==> images/m1.png <==
Scale bar: 50 microns.
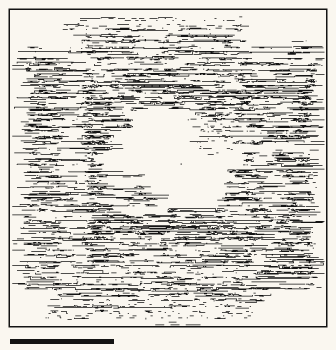
==> images/m2.png <==
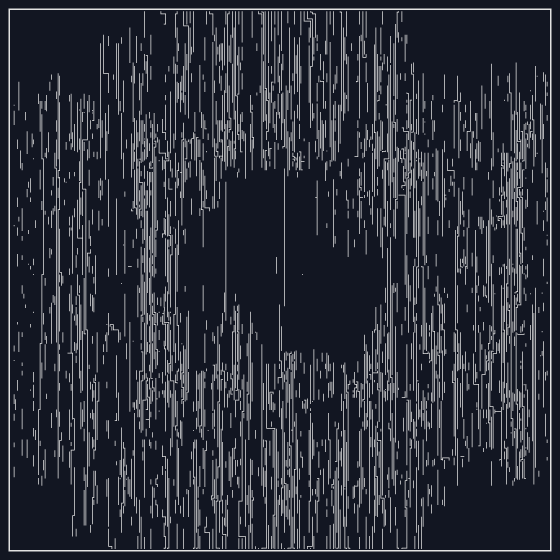
==> images/m3.png <==
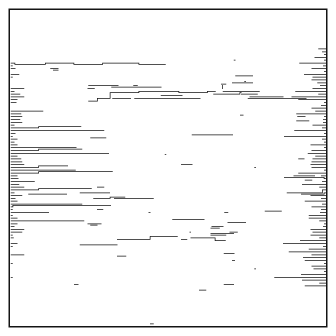
==> images/congestion_map.png <==
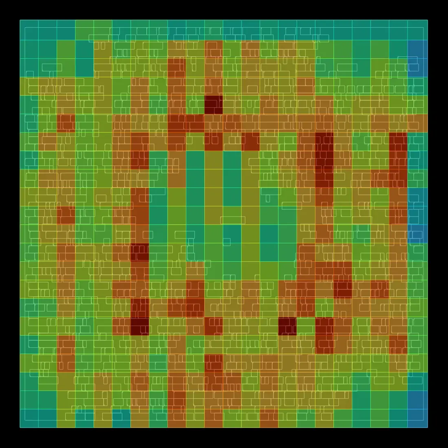
[src/rtl/muldiv_pkg.sv]
// Shared encodings for the multiply/divide sequencer: funct codes, FSM states, default latency.
package muldiv_pkg;

    localparam logic [5:0] FUNCT_NOP   = 6'b000000;
    localparam logic [5:0] FUNCT_MULTU = 6'b011001;
    localparam logic [5:0] FUNCT_DIVU  = 6'b011011;
    localparam logic [5:0] FUNCT_MFHI  = 6'b010000;
    localparam logic [5:0] FUNCT_MFLO  = 6'b010010;

    localparam int DEFAULT_LATENCY = 32;

    typedef enum logic [1:0] {
        ST_IDLE = 2'd0,
        ST_RUN  = 2'd1,
        ST_CAPT = 2'd2
    } state_t;

endpackage

[src/rtl/muldiv_hilo.sv]
// HI/LO result register pair: 64-bit write port, 32-bit read port selected by rd_sel (1=HI).
module muldiv_hilo (
    input  logic        clk,
    input  logic        reset,
    input  logic        wr_en,
    input  logic [63:0] wr_data,
    input  logic        rd_sel,
    output logic [31:0] rd_data
);

    logic [31:0] hi;
    logic [31:0] lo;

    always_ff @(posedge clk) begin
        if (reset) begin
            hi <= 32'd0;
            lo <= 32'd0;
        end else if (wr_en) begin
            hi <= wr_data[63:32];
            lo <= wr_data[31:0];
        end
    end

    assign rd_data = rd_sel ? hi : lo;

endmodule

[src/rtl/muldiv_sequencer.sv]
// Controller between issue stage and the fixed-latency multiply/divide datapath.
// Launches ops, counts latency, captures HI/LO, serves MFHI/MFLO with an interlock while busy.
module muldiv_sequencer
    import muldiv_pkg::*;
#(
    parameter int LATENCY = DEFAULT_LATENCY,
    parameter int CNT_W   = 6
) (
    input  logic        clk,
    input  logic        reset,
    input  logic        req_valid,
    output logic        req_ready,
    input  logic [5:0]  req_funct,
    input  logic [31:0] req_a,
    input  logic [31:0] req_b,
    output logic        rsp_valid,
    output logic [31:0] rsp_data,
    output logic        busy,
    output logic        div_zero,
    output logic [5:0]  unit_funct,
    output logic        unit_start,
    output logic [31:0] unit_a,
    output logic [31:0] unit_b,
    input  logic [63:0] unit_result
);

    state_t      state;
    state_t      state_nxt;
    logic [CNT_W-1:0] cnt;
    logic [5:0]  op_funct;
    logic [31:0] op_a;
    logic [31:0] op_b;

    logic        launch;
    logic        dz_hit;
    logic        rd_hit;
    logic        hilo_we;
    logic [63:0] hilo_wdata;
    logic [31:0] hilo_rd;

    always_comb begin
        state_nxt  = state;
        req_ready  = 1'b0;
        launch     = 1'b0;
        dz_hit     = 1'b0;
        rd_hit     = 1'b0;
        hilo_we    = 1'b0;
        hilo_wdata = unit_result;
        case (state)
            ST_IDLE: begin
                req_ready = 1'b1;
                if (req_valid) begin
                    if (req_funct == FUNCT_MULTU ||
                        (req_funct == FUNCT_DIVU && req_b != 32'd0)) begin
                        launch    = 1'b1;
                        state_nxt = ST_RUN;
                    end else if (req_funct == FUNCT_DIVU) begin
                        // Divide-by-zero never reaches the datapath; result is defined here.
                        dz_hit     = 1'b1;
                        hilo_we    = 1'b1;
                        hilo_wdata = {req_a, 32'hFFFF_FFFF};
                    end else if (req_funct == FUNCT_MFHI || req_funct == FUNCT_MFLO) begin
                        rd_hit = 1'b1;
                    end
                end
            end
            ST_RUN: begin
                if (cnt == CNT_W'(LATENCY - 1)) begin
                    state_nxt = ST_CAPT;
                end
            end
            ST_CAPT: begin
                hilo_we   = 1'b1;
                state_nxt = ST_IDLE;
            end
            default: begin
                state_nxt = ST_IDLE;
            end
        endcase
    end

    always_ff @(posedge clk) begin
        if (reset) begin
            state     <= ST_IDLE;
            cnt       <= '0;
            op_funct  <= FUNCT_NOP;
            op_a      <= 32'd0;
            op_b      <= 32'd0;
            rsp_valid <= 1'b0;
            rsp_data  <= 32'd0;
            div_zero  <= 1'b0;
        end else begin
            state     <= state_nxt;
            cnt       <= (state == ST_RUN) ? cnt + 1'b1 : '0;
            rsp_valid <= rd_hit;
            div_zero  <= div_zero | dz_hit;
            if (launch) begin
                op_funct <= req_funct;
                op_a     <= req_a;
                op_b     <= req_b;
            end
            if (rd_hit) begin
                rsp_data <= hilo_rd;
            end
        end
    end

    muldiv_hilo u_hilo (
        .clk     (clk),
        .reset   (reset),
        .wr_en   (hilo_we),
        .wr_data (hilo_wdata),
        .rd_sel  (req_funct == FUNCT_MFHI),
        .rd_data (hilo_rd)
    );

    // Busy covers the capture cycle too, so the interlock and unit_funct gating share one term.
    assign busy       = (state != ST_IDLE);
    assign unit_start = (state == ST_RUN) && (cnt == '0);
    assign unit_funct = busy ? op_funct : FUNCT_NOP;
    assign unit_a     = op_a;
    assign unit_b     = op_b;

endmodule
[config.mk]
export PLATFORM = sky130hd
export DESIGN_NAME = muldiv_sequencer
export DESIGN_NICKNAME = d
export VERILOG_FILES = /design/src/rtl/muldiv_pkg.sv /design/src/rtl/muldiv_hilo.sv /design/src/rtl/muldiv_sequencer.sv
export SDC_FILE = /design/constraint.sdc
export NUM_CORES = 1
export LEC_CHECK = 0
export CAP_MARGIN = 20
export CORE_MARGIN = 1.5
export CORE_UTILIZATION = 40
export DETAILED_ROUTE_END_ITERATION = 8
export PLACE_DENSITY = 0.68
export REMOVE_ABC_BUFFERS = 1
export SLEW_MARGIN = 20
export SYNTH_ARGS = -nofsm -noshare
export SYNTH_HDL_FRONTEND = slang
export SYNTH_HIERARCHICAL = 1
export SYNTH_SLANG_ARGS = --single-unit
[constraint.sdc]
create_clock -name clk -period 6.66 [get_ports clk]
set_clock_uncertainty 0.15 [all_clocks]
set_input_delay 0.666 -clock clk [delete_from_list [all_inputs] [get_ports clk]]
set_output_delay 0.666 -clock clk [all_outputs]
set_load 0.01 [all_outputs]
==> results.tsv <==
stage	metric	value	unit
outcome	status	complete, no violations	
final_layout	clock buffers	19	
floorplan	die width	152	microns
clocking	Max Root-Sink Buffers	2	
final_layout	final std cells w/o fill	1510	
final_layout	Non-clock buffering overhead	0.213	
final_layout	most common logic cells in the final layout	242 x clkdlybuf4s50_1, 176 x dfxtp_1, 97 x nor2_1	
routing	Initial DRC Count	475	
worst_setup_path	worst r2r dst	u_hilo/hi[26]	
power_and_ir_drop	internal power	1.78	mW
worst_setup_path	worst setup path end	u_hilo/hi[26]	
worst_hold_path	hold-critical path depth	2	
worst_setup_path	crit-path cells	clkdlybuf4s50_1 -> nor4_1 -> and4_2 -> buf_4 -> nand4_1 -> buf_4 -> a21oi_4 -> buf_4 -> mux2i_1 -> nor2_1	
synthesis	Synth area leader	dfxtp_1	
floorplan	chip height	152	microns
routing	Detail Route Antenna Nets	0	
synthesis	most frequent cell after synthesis	dfxtp_1	
final_layout	final instance area	0.0120	sq mm
global_route	total congestion overflow	0	
synthesis	yosys aoi share	0.0982	
clocking	clk latency late pin	430	ps
final_layout	top cell category	logic gates	
final_layout	Seq area share	0.294	
routing	DR top layer	met4	
sta	worst slew pin tran	995	ps
worst_setup_path	kind of end point of the critical path	register	
final_layout	Logic area	0.00486	sq mm
worst_setup_path	r2r setup slk	3640	ps
synthesis	Synth Cell Area	0.00893	sq mm
power_and_ir_drop	Final Power	2.31	mW
final_layout	share of cells above drive strength 1	0.0976	
sta	unrepaired setup endpoints after global routing	no	
synthesis	count of cell types in the netlist	43	
final_layout	NumNets Final	1355	
final_layout	filler cell count	2044	
worst_setup_path	CP max FO	66	
floorplan	Core Box Area	0.0219	sq mm
floorplan	Placement Rows	54	
sta	Final Hold Slack	300	ps
synthesis	comb area leader	simple AND/OR/NAND/NOR gates	
placement	hpwl dp	16.8	mm
sta	Setup TNS	0	ps
power_and_ir_drop	clock network power share	0.462	
routing	met2 wire length	12.6	mm
run	max_cap viols	0	
synthesis	Seq share, synth	0.395	
clocking	cts hold-fix bufs	0	
power_and_ir_drop	switching share of power	0.230	
power_and_ir_drop	P_seq	1.06	mW
Back to the opening pictures, m1.png:
main direction: horizontal
nets with wire on the layer: 1213
Vias: 8345
met1 usage: 0.288
WL final: 26.8 mm

Back to the opening pictures, m2.png:
nets with wire on the layer: 1157
share of all routed wire: 47%
main direction: vertical
wire length on this layer: 12600 microns
GR Util met2: 0.385

Back to the opening pictures, m3.png:
wire length on this layer: 1870 microns
share of all routed wire: 7.0%
main direction: horizontal
M3 GR Usage: 0.0592

Back to the opening pictures, congestion_map.png:
drt wl/cell: 17.8 microns
Tot GR Track Use: 0.228
Post-Route Utilization: 0.547
GRT Max-Usage Layer: met2

No activity file was given, so power comes from the tool's default toggle rates.
